### src/rtl/uart_tx_pkg.sv
// Shared constants and FSM encoding for the UART transmit feeder.
package uart_tx_pkg;

  localparam int UART_FRAME_CYCLES = 12;
  localparam int UART_DATA_W       = 8;

  typedef enum logic [1:0] {
    ST_IDLE   = 2'b00,
    ST_LAUNCH = 2'b01,
    ST_WAIT   = 2'b10
  } tx_state_e;

endpackage

### src/rtl/uart_tx_sync_fifo.sv
// Small synchronous byte FIFO with registered occupancy flags and an overflow pulse.
module uart_tx_sync_fifo
  import uart_tx_pkg::*;
#(
  parameter int DEPTH  = 8,
  parameter int ADDR_W = 3,
  parameter int DATA_W = UART_DATA_W
) (
  input  logic              clock_tx,
  input  logic              reset_tx,
  input  logic              wr_en_i,
  input  logic [DATA_W-1:0] wr_data_i,
  input  logic              rd_en_i,
  output logic [DATA_W-1:0] rd_data_o,
  output logic              full_o,
  output logic              empty_o,
  output logic [ADDR_W:0]   count_o,
  output logic              overflow_o
);

  localparam logic [ADDR_W:0] FULL_COUNT = (ADDR_W + 1)'(DEPTH);

  logic [DATA_W-1:0] mem_q [DEPTH];
  logic [ADDR_W-1:0] wr_ptr_q, wr_ptr_d;
  logic [ADDR_W-1:0] rd_ptr_q, rd_ptr_d;
  logic [ADDR_W:0]   count_q, count_d;
  logic              full_q, full_d;
  logic              empty_q, empty_d;
  logic              overflow_q, overflow_d;
  logic              wr_accept;
  logic              rd_accept;

  // Write side: a byte is taken when wr_en_i is high and full_o is low at the
  // clock edge; wr_en_i while full_o is high drops the byte and flags overflow.
  assign wr_accept = wr_en_i && !full_q;
  assign rd_accept = rd_en_i && !empty_q;

  always_comb begin
    wr_ptr_d   = wr_ptr_q;
    rd_ptr_d   = rd_ptr_q;
    count_d    = count_q;
    overflow_d = wr_en_i && full_q;
    if (wr_accept) wr_ptr_d = wr_ptr_q + ADDR_W'(1);
    if (rd_accept) rd_ptr_d = rd_ptr_q + ADDR_W'(1);
    case ({wr_accept, rd_accept})
      2'b10:   count_d = count_q + (ADDR_W + 1)'(1);
      2'b01:   count_d = count_q - (ADDR_W + 1)'(1);
      default: count_d = count_q;
    endcase
    full_d  = (count_d == FULL_COUNT);
    empty_d = (count_d == '0);
  end

  always_ff @(posedge clock_tx or negedge reset_tx) begin
    if (!reset_tx) begin
      wr_ptr_q   <= '0;
      rd_ptr_q   <= '0;
      count_q    <= '0;
      full_q     <= 1'b0;
      empty_q    <= 1'b1;
      overflow_q <= 1'b0;
    end else begin
      wr_ptr_q   <= wr_ptr_d;
      rd_ptr_q   <= rd_ptr_d;
      count_q    <= count_d;
      full_q     <= full_d;
      empty_q    <= empty_d;
      overflow_q <= overflow_d;
    end
  end

  // Storage needs no reset: stale entries are unreachable once the pointers clear.
  always_ff @(posedge clock_tx) begin
    if (wr_accept) mem_q[wr_ptr_q] <= wr_data_i;
  end

  assign rd_data_o  = mem_q[rd_ptr_q];
  assign full_o     = full_q;
  assign empty_o    = empty_q;
  assign count_o    = count_q;
  assign overflow_o = overflow_q;

endmodule

### src/rtl/uart_tx_feeder.sv
// Pops queued bytes one at a time, launches the UART transmitter and holds the
// byte until the fixed-length frame has completed.
module uart_tx_feeder
  import uart_tx_pkg::*;
#(
  parameter int DEPTH        = 8,
  parameter int ADDR_W       = 3,
  parameter int FRAME_CYCLES = UART_FRAME_CYCLES
) (
  input  logic                   clock_tx,
  input  logic                   reset_tx,
  input  logic                   wr_en,
  input  logic [UART_DATA_W-1:0] wr_data,
  output logic                   full,
  output logic                   empty,
  output logic [ADDR_W:0]        count,
  output logic                   overflow,
  output logic                   tx_start,
  output logic [UART_DATA_W-1:0] data_in_tx,
  output logic                   busy_tx,
  output logic [1:0]             fsm_state_o
);

  localparam int CNT_W = $clog2(FRAME_CYCLES + 1);

  tx_state_e              state_q, state_d;
  logic [CNT_W-1:0]       frame_cnt_q, frame_cnt_d;
  logic [UART_DATA_W-1:0] data_q, data_d;
  logic                   tx_start_q, tx_start_d;
  logic                   busy_q, busy_d;
  logic                   pop;
  logic [UART_DATA_W-1:0] fifo_rd_data;
  logic                   fifo_empty;

  uart_tx_sync_fifo #(
    .DEPTH  (DEPTH),
    .ADDR_W (ADDR_W),
    .DATA_W (UART_DATA_W)
  ) u_fifo (
    .clock_tx   (clock_tx),
    .reset_tx   (reset_tx),
    .wr_en_i    (wr_en),
    .wr_data_i  (wr_data),
    .rd_en_i    (pop),
    .rd_data_o  (fifo_rd_data),
    .full_o     (full),
    .empty_o    (fifo_empty),
    .count_o    (count),
    .overflow_o (overflow)
  );

  always_comb begin
    state_d     = state_q;
    frame_cnt_d = frame_cnt_q;
    data_d      = data_q;
    pop         = 1'b0;
    case (state_q)
      ST_IDLE: begin
        if (!fifo_empty) begin
          pop     = 1'b1;
          data_d  = fifo_rd_data;
          state_d = ST_LAUNCH;
        end
      end
      ST_LAUNCH: begin
        frame_cnt_d = CNT_W'(FRAME_CYCLES - 1);
        state_d     = ST_WAIT;
      end
      ST_WAIT: begin
        // Leaving at count 1 leaves one idle-line cycle before the next launch.
        frame_cnt_d = frame_cnt_q - CNT_W'(1);
        if (frame_cnt_q <= CNT_W'(1)) begin
          frame_cnt_d = '0;
          state_d     = ST_IDLE;
        end
      end
      default: state_d = ST_IDLE;
    endcase
    tx_start_d = (state_d == ST_LAUNCH);
    busy_d     = (state_d != ST_IDLE);
  end

  always_ff @(posedge clock_tx or negedge reset_tx) begin
    if (!reset_tx) begin
      state_q     <= ST_IDLE;
      frame_cnt_q <= '0;
      data_q      <= '0;
      tx_start_q  <= 1'b0;
      busy_q      <= 1'b0;
    end else begin
      state_q     <= state_d;
      frame_cnt_q <= frame_cnt_d;
      data_q      <= data_d;
      tx_start_q  <= tx_start_d;
      busy_q      <= busy_d;
    end
  end

  assign empty       = fifo_empty;
  assign tx_start    = tx_start_q;
  assign data_in_tx  = data_q;
  assign busy_tx     = busy_q;
  assign fsm_state_o = state_q;

endmodule
### config.mk
export PLATFORM = sky130hd
export DESIGN_NAME = uart_tx_feeder
export DESIGN_NICKNAME = d
export VERILOG_FILES = /design/src/rtl/uart_tx_pkg.sv /design/src/rtl/uart_tx_sync_fifo.sv /design/src/rtl/uart_tx_feeder.sv
export SDC_FILE = /design/constraint.sdc
export NUM_CORES = 1
export LEC_CHECK = 0
export ABC_CLOCK_PERIOD_IN_PS = 2650
export CAP_MARGIN = 20
export CORE_ASPECT_RATIO = 0.8
export CORE_UTILIZATION = 40
export DETAILED_ROUTE_END_ITERATION = 6
export GPL_TIMING_DRIVEN = 1
export PLACE_DENSITY = 0.54
export RECOVER_POWER = 25
export SLEW_MARGIN = 10
export SYNTH_ARGS = -nofsm -noshare
export SYNTH_HDL_FRONTEND = slang
export SYNTH_SLANG_ARGS = --single-unit
### constraint.sdc
create_clock -name clock_tx -period 2.65 [get_ports clock_tx]
set_clock_uncertainty 0.15 [all_clocks]
set_input_delay 0.795 -clock clock_tx [delete_from_list [all_inputs] [get_ports clock_tx]]
set_output_delay 0.795 -clock clock_tx [all_outputs]
set_load 0.01 [all_outputs]
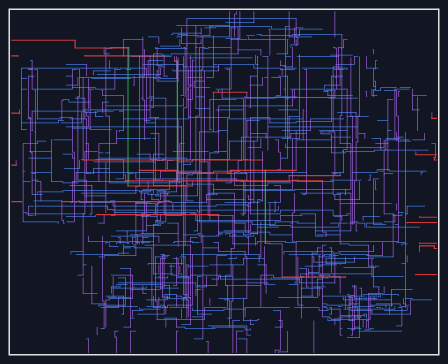
(signal wires by layer)
- red: metal 3 (wire length 376 µm)
- blue: metal 1 (wire length 3370 µm)
- purple: metal 2 (wire length 3130 µm)
- green: metal 4 (wire length 86.4 µm)
GRT Util Overall: 15.6%
routed via count: 2041
DRT Wirelength: 6.96 mm

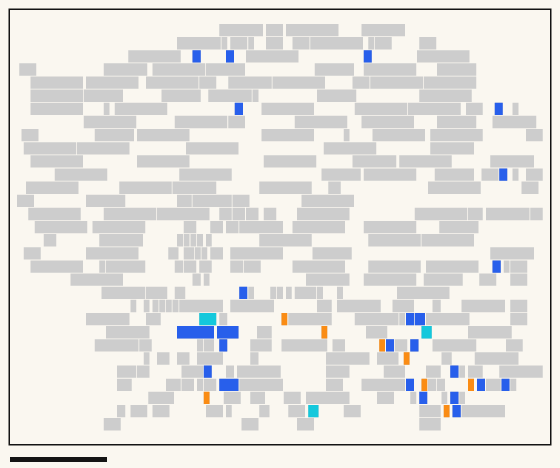
(gate-type map)
Bar = 20 µm.
- orange: inverters (cells 8)
- cyan: AND and OR gates (cells 3)
- blue: inverting AOI/OAI gates (cells 24)
Comb area share: 24.0%
most frequent logic cell in the layout: edfxtp_1

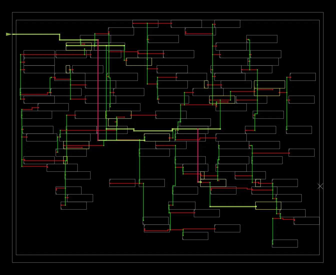
(clock nets)
flop count: 93
CTS buffer count: 9
clock network power: 0.00123 W
Clock Latency Late Sink: 0.33 ns

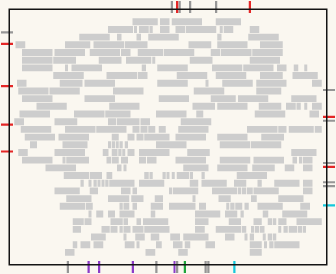
(ports around the boundary)
Pins as bars across the die edge, other pins in gray.
- purple: count (pins 4; direction output; edge bottom)
- cyan: fsm_state_o (pins 2; direction output; edge 1 right, 1 bottom)
- green: wr_en (pins 1; direction input; edge bottom)
- red: wr_data (pins 8; direction input; edge 4 left, 2 right, 2 top)
- all pins by edge: 11 bottom, 8 right, 6 top, 5 left
die height: 89.8 µm
die width: 112 µm
IO buf count: 29

==> results.txt <==
run metrics: status=finished with violations, failing checks=DRC, post_cts resized=0, worst min-delay path class=register to register, clk slew on worst S/H paths=0.06 ns, logic area=1120 µm², htree depth=3, Critical Path AT=2.46 ns, clock sinks=93, root buffer cell=clkbuf_16, comb pwr=0.00203 W, Antenna Cells=0, Top pwr grp=registers, maximum number of pins on one net before global-route repair=30, Combinational Gates=127, post-synthesis register bit count=93, Async SR Flop Fraction=31.2%, drt drc=1, Chip Area, Yosys=3860 µm², CP Cell Sequence=clkdlybuf4s25_1 > nor2b_1 > inv_2 > nand2_1 > xnor2_1 > ha_2 > a21oi_1 > a21boi_2 > nor3_2 > xor2_1 > nor3_1, Wirelength per Cell=17.0 µm, gpl congestion=0.717, Detailed Place HPWL=4.63 mm, xor/xnor share of the synthesized area=1.59%, chip area=10000 µm², Post-Synth Adder-Cell Area=3.24%, remaining antenna violation count=0, vias per cell=4.99, ClkCell Share=6.09%, Net Sw Power=0.00176 W, Post-Syn Instances=236, Mapped Nets=257, IR drop worst, VDD=0.453 mV, register share after synthesis=68.7%, Taps Inserted=115, clk buf depth=2, Unique masters post-synth=39, cell with the largest stage delay on the worst path=xor2_1
-- synthesized netlist by cell type, types with 6 or more instances --
master    instances  area (µm²)
o21ai_1          10        50.1
mux2i_1           8        80.1
nor3_1            6        30.0
inv_1             6        22.5
dfrtp_1          28         701
nor2_1           10        37.5
nand2_1          25        93.8
xnor2_1           6        52.6
o21ai_0           7        35.0
edfxtp_1         64        1920
mux4_2           16         360
ha_1             10         125
-- per-stage QoR --
stage               setup WS (ns)  utilization [%]  cell area (µm²)  instances
global placement           -0.198             47.8             4390        393
detailed placement         -0.249             47.8             4390        393
global route               0.0410             50.8             4670        409
floorplan                   0.216                -             3860        236
finish                      0.250             50.8             4670        409
CTS                         0.106             50.9             4680        409
-- path summary, 6_finish.rpt --
kind | start | endpoint | slack (ns) | cells past startpoint
min reg2reg | data_in_tx[0]$_DFFE_PN0P_ | data_in_tx[0]$_DFFE_PN0P_ | 0.33 | 2
min in group asynchronous | reset_tx | u_fifo.count_o[1]$_DFF_PN0_ | 0.92 | 2
max reg2reg | fsm_state_o[0]$_DFF_PN0_ | u_fifo.full_o$_DFF_PN0_ | 0.26 | 12
max | wr_en | u_fifo.full_o$_DFF_PN0_ | 0.25 | 11
min | data_in_tx[0]$_DFFE_PN0P_ | data_in_tx[0]$_DFFE_PN0P_ | 0.33 | 2
max in group asynchronous | reset_tx | data_in_tx[7]$_DFFE_PN0P_ | 0.93 | 2
-- critical path, delay by kind of cell --
family	cells	cell delay, ns
AND-OR/OR-AND	2	0.21
buffers and inverters	2	0.32
adder cells (fa/ha/maj)	1	0.19
XOR/XNOR	2	0.39
AND/OR/NAND/NOR	4	0.54
-- metal layers --
layer,GRT usage (%),wire [µm],up-vias
met1,22.2,3370,1008
li1,-,-,984
met2,22.0,3130,43
met3,4.79,376,6
met5,0,0,-
met4,6.53,86,0
Power and IR drop assume default switching activity.
